==> images/gates.png <==
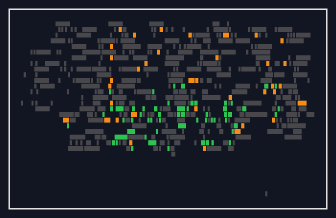
==> images/class_map.png <==
Scale bar: 50 microns.
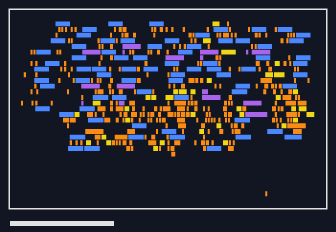
==> images/placed.png <==
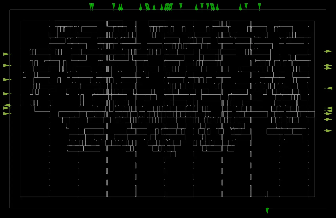
==> images/clock_wires.png <==
Scale bar: 50 microns.
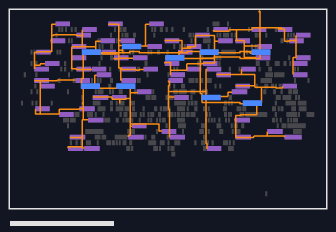
## src/rtl/pattern_entry_if.sv

```systemverilog
// Bundles the guess-entry signals between the game controller/board side and
// pattern_entry.
//   master : drives sw, btn_submit, round_start, round_abort; observes results
//   slave  : pattern_entry side; drives entry_pattern, check_en, entry_done,
//            entry_open, timed_out
interface pattern_entry_if #(
    parameter int unsigned WIDTH = 16
);
    logic [WIDTH-1:0] sw;
    logic             btn_submit;
    logic             round_start;
    logic             round_abort;
    logic [WIDTH-1:0] entry_pattern;
    logic             check_en;
    logic             entry_done;
    logic             entry_open;
    logic             timed_out;

    modport master (
        output sw, btn_submit, round_start, round_abort,
        input  entry_pattern, check_en, entry_done, entry_open, timed_out
    );

    modport slave (
        input  sw, btn_submit, round_start, round_abort,
        output entry_pattern, check_en, entry_done, entry_open, timed_out
    );
endinterface

```

## src/rtl/pattern_entry.sv

```systemverilog
// Guess-entry front end: synchronises the 16 slide switches and the submit
// button, debounces the button, accepts one guess per round and presents it
// to the pattern comparator as entry_pattern with a check_en window of
// CHECK_HOLD cycles, followed by a one-cycle entry_done pulse.
//   clk, rst : system clock, synchronous active-high reset
//   bus      : pattern_entry_if.slave
//              in : sw, btn_submit (raw, async), round_start, round_abort
//              out: entry_pattern, check_en, entry_done, entry_open, timed_out
// Optional macro ENTRY_TIMEOUT_EN: forces a submission after TIMEOUT_CYCLES
// cycles in ENTRY and reports it on timed_out; otherwise timed_out is 0.
module pattern_entry #(
    parameter int unsigned WIDTH           = 16,
    parameter int unsigned DEBOUNCE_CYCLES = 250000,
    parameter int unsigned CHECK_HOLD      = 2,
    parameter int unsigned TIMEOUT_CYCLES  = 500000000
) (
    input  logic            clk,
    input  logic            rst,
    pattern_entry_if.slave  bus
);

    localparam int unsigned DB_W   = (DEBOUNCE_CYCLES > 1) ? $clog2(DEBOUNCE_CYCLES) : 1;
    localparam int unsigned HOLD_W = (CHECK_HOLD > 1) ? $clog2(CHECK_HOLD) : 1;
    localparam logic [DB_W-1:0]   DB_LAST   = DB_W'(DEBOUNCE_CYCLES - 1);
    localparam logic [HOLD_W-1:0] HOLD_LAST = HOLD_W'(CHECK_HOLD - 1);

    if (CHECK_HOLD < 1) begin : g_bad_hold
        $error("CHECK_HOLD must be at least 1");
    end
    if (DEBOUNCE_CYCLES < 1) begin : g_bad_db
        $error("DEBOUNCE_CYCLES must be at least 1");
    end
    if (TIMEOUT_CYCLES < 1) begin : g_bad_tmo
        $error("TIMEOUT_CYCLES must be at least 1");
    end

    typedef enum logic [1:0] {IDLE, ENTRY, PRESENT, RELEASE} state_e;

    state_e            state_q, state_d;
    logic [WIDTH-1:0]  sw_m_q, sw_s_q;
    logic              btn_m_q, btn_s_q;
    logic [DB_W-1:0]   db_cnt_q;
    logic              btn_db_q, btn_db_prev_q;
    logic [WIDTH-1:0]  pattern_q, pattern_d;
    logic [HOLD_W-1:0] hold_q, hold_d;
    logic              submit_evt;
`ifdef ENTRY_TIMEOUT_EN
    localparam logic [31:0] TMO_LAST = 32'(TIMEOUT_CYCLES - 1);
    logic [31:0]       tmo_q, tmo_d;
    logic              timed_out_q, timed_out_d;
`endif

    // Two-flop synchronisers for the asynchronous board inputs
    always_ff @(posedge clk) begin
        if (rst) begin
            sw_m_q  <= '0;
            sw_s_q  <= '0;
            btn_m_q <= 1'b0;
            btn_s_q <= 1'b0;
        end else begin
            sw_m_q  <= bus.sw;
            sw_s_q  <= sw_m_q;
            btn_m_q <= bus.btn_submit;
            btn_s_q <= btn_m_q;
        end
    end

    // Debouncer: accept a new level only after it has differed from the
    // current one for DEBOUNCE_CYCLES consecutive cycles
    always_ff @(posedge clk) begin
        if (rst) begin
            db_cnt_q      <= '0;
            btn_db_q      <= 1'b0;
            btn_db_prev_q <= 1'b0;
        end else begin
            btn_db_prev_q <= btn_db_q;
            if (btn_s_q == btn_db_q) begin
                db_cnt_q <= '0;
            end else if (db_cnt_q == DB_LAST) begin
                btn_db_q <= btn_s_q;
                db_cnt_q <= '0;
            end else begin
                db_cnt_q <= db_cnt_q + DB_W'(1);
            end
        end
    end

    // A press already held when ENTRY opens never shows a rising edge here
    assign submit_evt = btn_db_q & ~btn_db_prev_q;

    always_comb begin
        state_d   = state_q;
        pattern_d = pattern_q;
        hold_d    = hold_q;
`ifdef ENTRY_TIMEOUT_EN
        tmo_d       = tmo_q;
        timed_out_d = timed_out_q;
`endif
        case (state_q)
            IDLE: begin
`ifdef ENTRY_TIMEOUT_EN
                tmo_d = '0;
`endif
                if (bus.round_start) state_d = ENTRY;
            end
            ENTRY: begin
`ifdef ENTRY_TIMEOUT_EN
                tmo_d = tmo_q + 32'd1;
`endif
                if (submit_evt) begin
                    pattern_d = sw_s_q;
                    hold_d    = '0;
                    state_d   = PRESENT;
`ifdef ENTRY_TIMEOUT_EN
                    timed_out_d = 1'b0;
                end else if (tmo_q == TMO_LAST) begin
                    pattern_d   = sw_s_q;
                    hold_d      = '0;
                    timed_out_d = 1'b1;
                    state_d     = PRESENT;
`endif
                end
            end
            PRESENT: begin
                hold_d = hold_q + HOLD_W'(1);
                if (hold_q == HOLD_LAST) state_d = RELEASE;
            end
            RELEASE: state_d = IDLE;
            default: state_d = IDLE;
        endcase
        // Abort overrides any transition or capture decided above
        if (bus.round_abort) begin
            state_d   = IDLE;
            pattern_d = pattern_q;
`ifdef ENTRY_TIMEOUT_EN
            timed_out_d = timed_out_q;
`endif
        end
    end

    always_ff @(posedge clk) begin
        if (rst) begin
            state_q   <= IDLE;
            pattern_q <= '0;
            hold_q    <= '0;
`ifdef ENTRY_TIMEOUT_EN
            tmo_q       <= '0;
            timed_out_q <= 1'b0;
`endif
        end else begin
            state_q   <= state_d;
            pattern_q <= pattern_d;
            hold_q    <= hold_d;
`ifdef ENTRY_TIMEOUT_EN
            tmo_q       <= tmo_d;
            timed_out_q <= timed_out_d;
`endif
        end
    end

    assign bus.entry_pattern = pattern_q;
    assign bus.check_en      = (state_q == PRESENT);
    assign bus.entry_done    = (state_q == RELEASE);
    assign bus.entry_open    = (state_q == ENTRY);
`ifdef ENTRY_TIMEOUT_EN
    assign bus.timed_out     = timed_out_q;
`else
    assign bus.timed_out     = 1'b0;
`endif

endmodule
```

## src/flat_wrapper.sv

```systemverilog
// flat-port wrapper written by rule: the top's interface ports become plain ports
module pattern_entry_flat 
#(
    parameter int unsigned WIDTH           = 16,
    parameter int unsigned DEBOUNCE_CYCLES = 250000,
    parameter int unsigned CHECK_HOLD      = 2,
    parameter int unsigned TIMEOUT_CYCLES  = 500000000
)
  (clk, rst, bus_sw, bus_btn_submit, bus_round_start, bus_round_abort, bus_entry_pattern, bus_check_en, bus_entry_done, bus_entry_open, bus_timed_out);
  pattern_entry_if #(.WIDTH(WIDTH)) bus_i ();
  input  logic clk;
  input  logic rst;
  input wire logic [$bits(bus_i.sw)-1:0] bus_sw;
  input wire logic [$bits(bus_i.btn_submit)-1:0] bus_btn_submit;
  input wire logic [$bits(bus_i.round_start)-1:0] bus_round_start;
  input wire logic [$bits(bus_i.round_abort)-1:0] bus_round_abort;
  output wire logic [$bits(bus_i.entry_pattern)-1:0] bus_entry_pattern;
  output wire logic [$bits(bus_i.check_en)-1:0] bus_check_en;
  output wire logic [$bits(bus_i.entry_done)-1:0] bus_entry_done;
  output wire logic [$bits(bus_i.entry_open)-1:0] bus_entry_open;
  output wire logic [$bits(bus_i.timed_out)-1:0] bus_timed_out;
  assign bus_i.sw = bus_sw;
  assign bus_i.btn_submit = bus_btn_submit;
  assign bus_i.round_start = bus_round_start;
  assign bus_i.round_abort = bus_round_abort;
  assign bus_entry_pattern = bus_i.entry_pattern;
  assign bus_check_en = bus_i.check_en;
  assign bus_entry_done = bus_i.entry_done;
  assign bus_entry_open = bus_i.entry_open;
  assign bus_timed_out = bus_i.timed_out;
  pattern_entry #(.WIDTH(WIDTH), .DEBOUNCE_CYCLES(DEBOUNCE_CYCLES), .CHECK_HOLD(CHECK_HOLD), .TIMEOUT_CYCLES(TIMEOUT_CYCLES)) u_core (.clk(clk), .rst(rst), .bus(bus_i));
endmodule
```

## config.mk

```make
export PLATFORM = sky130hd
export DESIGN_NAME = pattern_entry_flat
export DESIGN_NICKNAME = d
export VERILOG_FILES = /design/src/rtl/pattern_entry_if.sv /design/src/rtl/pattern_entry.sv /design/src/flat_wrapper.sv
export SDC_FILE = /design/constraint.sdc
export NUM_CORES = 1
export LEC_CHECK = 0
export ABC_AREA = 1
export CAP_MARGIN = 20
export CORE_ASPECT_RATIO = 0.6
export CORE_MARGIN = 5
export CORE_UTILIZATION = 23
export CTS_BUF_LIST = sky130_fd_sc_hd__clkbuf_16
export DETAILED_ROUTE_END_ITERATION = 12
export DONT_BUFFER_PORTS = 1
export PLACE_DENSITY = 0.37
export SYNTH_ARGS = -nofsm -noshare
export SYNTH_HDL_FRONTEND = slang
export SYNTH_SLANG_ARGS = --single-unit
```

## constraint.sdc

```tcl
create_clock -name clk -period 1.3 [get_ports clk]
set_input_delay 0.26 -clock clk [delete_from_list [all_inputs] [get_ports clk]]
set_output_delay 0.26 -clock clk [all_outputs]
set_load 0.01 [all_outputs]
```

==> deck_impl_summary.md <==
Implementation Results

Cells and area
  • Inverters: approximately 60
  • Nonclk buf count: 35
  • Flop share of the area: 0.397
  • Final cell count without fillers: around 570
  • Top logic cell by instance count in the layout: nor2_1
  • Comb. cell area: 1200 sq um
  • Reg area: between 1000 and 1500 sq um
  • Most frequent cells in the layout: 92 x nor2_1, 60 x dfxtp_1, 56 x inv_1
  • Layout clock area frac: 0.0776
  • Share of cells above drive strength 1: 0.266
  • Nets: between 400 and 500

Synthesis
  • #FFs+latches synth: 73
  • Mean Syn Cell Area: 7.63 sq um
  • Yosys warns: 0
  • Yosys cell count: 363
  • Unique cell types: 26
  • Async S/R FF share, synth: 0
  • Synth area leader: dfxtp_1
  • Top cells by count, synth: 110 x nor2_1, 73 x dfxtp_1, 58 x inv_1

STA
  • Worst setup margin: -18.0 ps
  • F_max: 759 MHz
  • Final hold slack: 30.3 ps
  • Final min period: 1320 ps
  • Final setup viols: 1
  • Setup_tns: -18.0 ps
  • Unrepaired setup endpoints after global routing: yes
  • Fin. Hold Viols: 0

Global routing
  • Largest net degree at the start of global routing: 34
  • First-pass GRT wire length: 11100 microns
  • Antenna violations before repair: 0
  • Vias in the first global route: 2110
  • GR Overflow Total: 0

Power
  • Seq. pwr: 2320 uW
  • Combinational power: 208 uW
  • Pwr dens: 1320 nW/um^2
  • Pwr top: the clock network
  • Seq pwr share: 0.470
  • Sw Share: 0.219
  • P_clk: ~2400 uW
  • Total power: roughly 4900 uW
  • Total leakage power: 0.00159 uW

Clock network
  • Clk slew on worst S/H paths: roughly 60 ps
  • CTS tree: yes
  • Num CTS Buffers: 9
  • Clock root cell: clkbuf_16

Drt
  • Drt first-iter violations: roughly 120
  • Post-Route WL: 6890 microns
  • DRC: 0
  • Wire per inst: 12.1 microns
  • Routed Antenna Nets: 0
  • Routed vias: 2218
  • 1st-pass router iterations: 4

Hold path
  • Hold WC Path Type: in2reg

Placement
  • Detail Placement HPWL: 4610 microns
  • Placer Congestion: 0.858
  • Dpl cells: between 500 and 600

Critical path
  • Worst EP required: 1040 ps
  • Crit. End Element: output pin
  • CP Max Fanout: 4
  • Slowest-stage cell, CP: dfxtp_4
  • Startpoint Class: flop

Status
  • Status: finished, violations left
  • Failing checks: negative setup slack

Floorplanning
  • DIE WIDTH: around 150 microns
  • Die y size: 95.0 microns
  • I/O pins: 41
  • Die area: approximately 14000 sq um
Notes on gates.png above:
[orange] aoi and oai cells | cells: 36 | most used: o21ai_0
[green] nand cells | cells: 57 | most used: nand2_1 | where: middle

Notes on class_map.png above:
[orange] remaining logic cells | cells: 282
[yellow] remaining buffers and delay cells | cells: 35
[purple] clock drivers and dummy loads | cells: 16
[blue] registers | cells: 73

Notes on placed.png above:
row cnt: 31
Flops: 73
fill cell count: 1301

Notes on clock_wires.png above:
[orange] clock wires | length: 1040 microns
[purple] flip-flops | count: 73
[blue] clock-net drivers | count: 9
routed clock nets: 10

-- critical path: cells and delay by family (launching register included) --
family	cells	cell delay, ps
flip-flops	1	370
adder cells (fa/ha/maj)	1	190
buffers and inverters	2	170
-- registers in the layout, summed over array words and instances (netlist names) --
register / count
u_core.db_cnt_q: 18
u_core.bus.entry_pattern: 16
u_core.sw_m_q: 16
u_core.sw_s_q: 16
u_core.state_q: 2
u_core.btn_db_prev_q: 1
u_core.btn_db_q: 1
u_core.btn_m_q: 1
u_core.btn_s_q: 1
u_core.hold_q: 1
-- final timing paths --
kind / startpoint / end / slack [ps] / cells after the start
hold reg to reg: u_core.sw_m_q[11]$_SDFF_PP0_ / u_core.sw_s_q[11]$_SDFF_PP0_ / 400 / 2
setup reg to reg: u_core.state_q[1]$_SDFFE_PP0P_ / u_core.bus.entry_pattern[13]$_SDFFE_PP0P_ / 20 / 8
setup / recovery: u_core.state_q[0]$_SDFFE_PP0P_ / bus_check_en / -20 / 3
hold / removal: bus_sw[0] / u_core.sw_m_q[0]$_SDFF_PP0_ / 30 / 2
-- routing by layer --
metal,share of wire,track usage,up-vias
met2,0.37,0.125,47
met1,0.55,0.152,990
li1,-,-,1179
met4,0.0032,0.0179,0
met5,0,0,-
met3,0.077,0.0461,2
-- timing repair --
| item | in CTS | in global routing |
|---|---|---|
| pin swaps | 5 | 14 |
| hold buffers | 2 | 0 |
| endpoints found under the setup margin | 35 | 40 |
| endpoints found under the hold margin | 33 | 0 |
| resized | 33 | 48 |
| setup buffers | 5 | 3 |
| gates cloned | 2 | 0 |
-- cell families after synthesis --
logic type               share of synthesized area
AND/OR/NAND/NOR                              0.252
flip-flops                                   0.527
buffers and inverters                        0.102
AND-OR/OR-AND                               0.0682
XOR/XNOR                                    0.0221
adder cells (fa/ha/maj)                     0.0271
other                                      0.00135
No activity file was given, so power comes from the tool's default toggle rates.
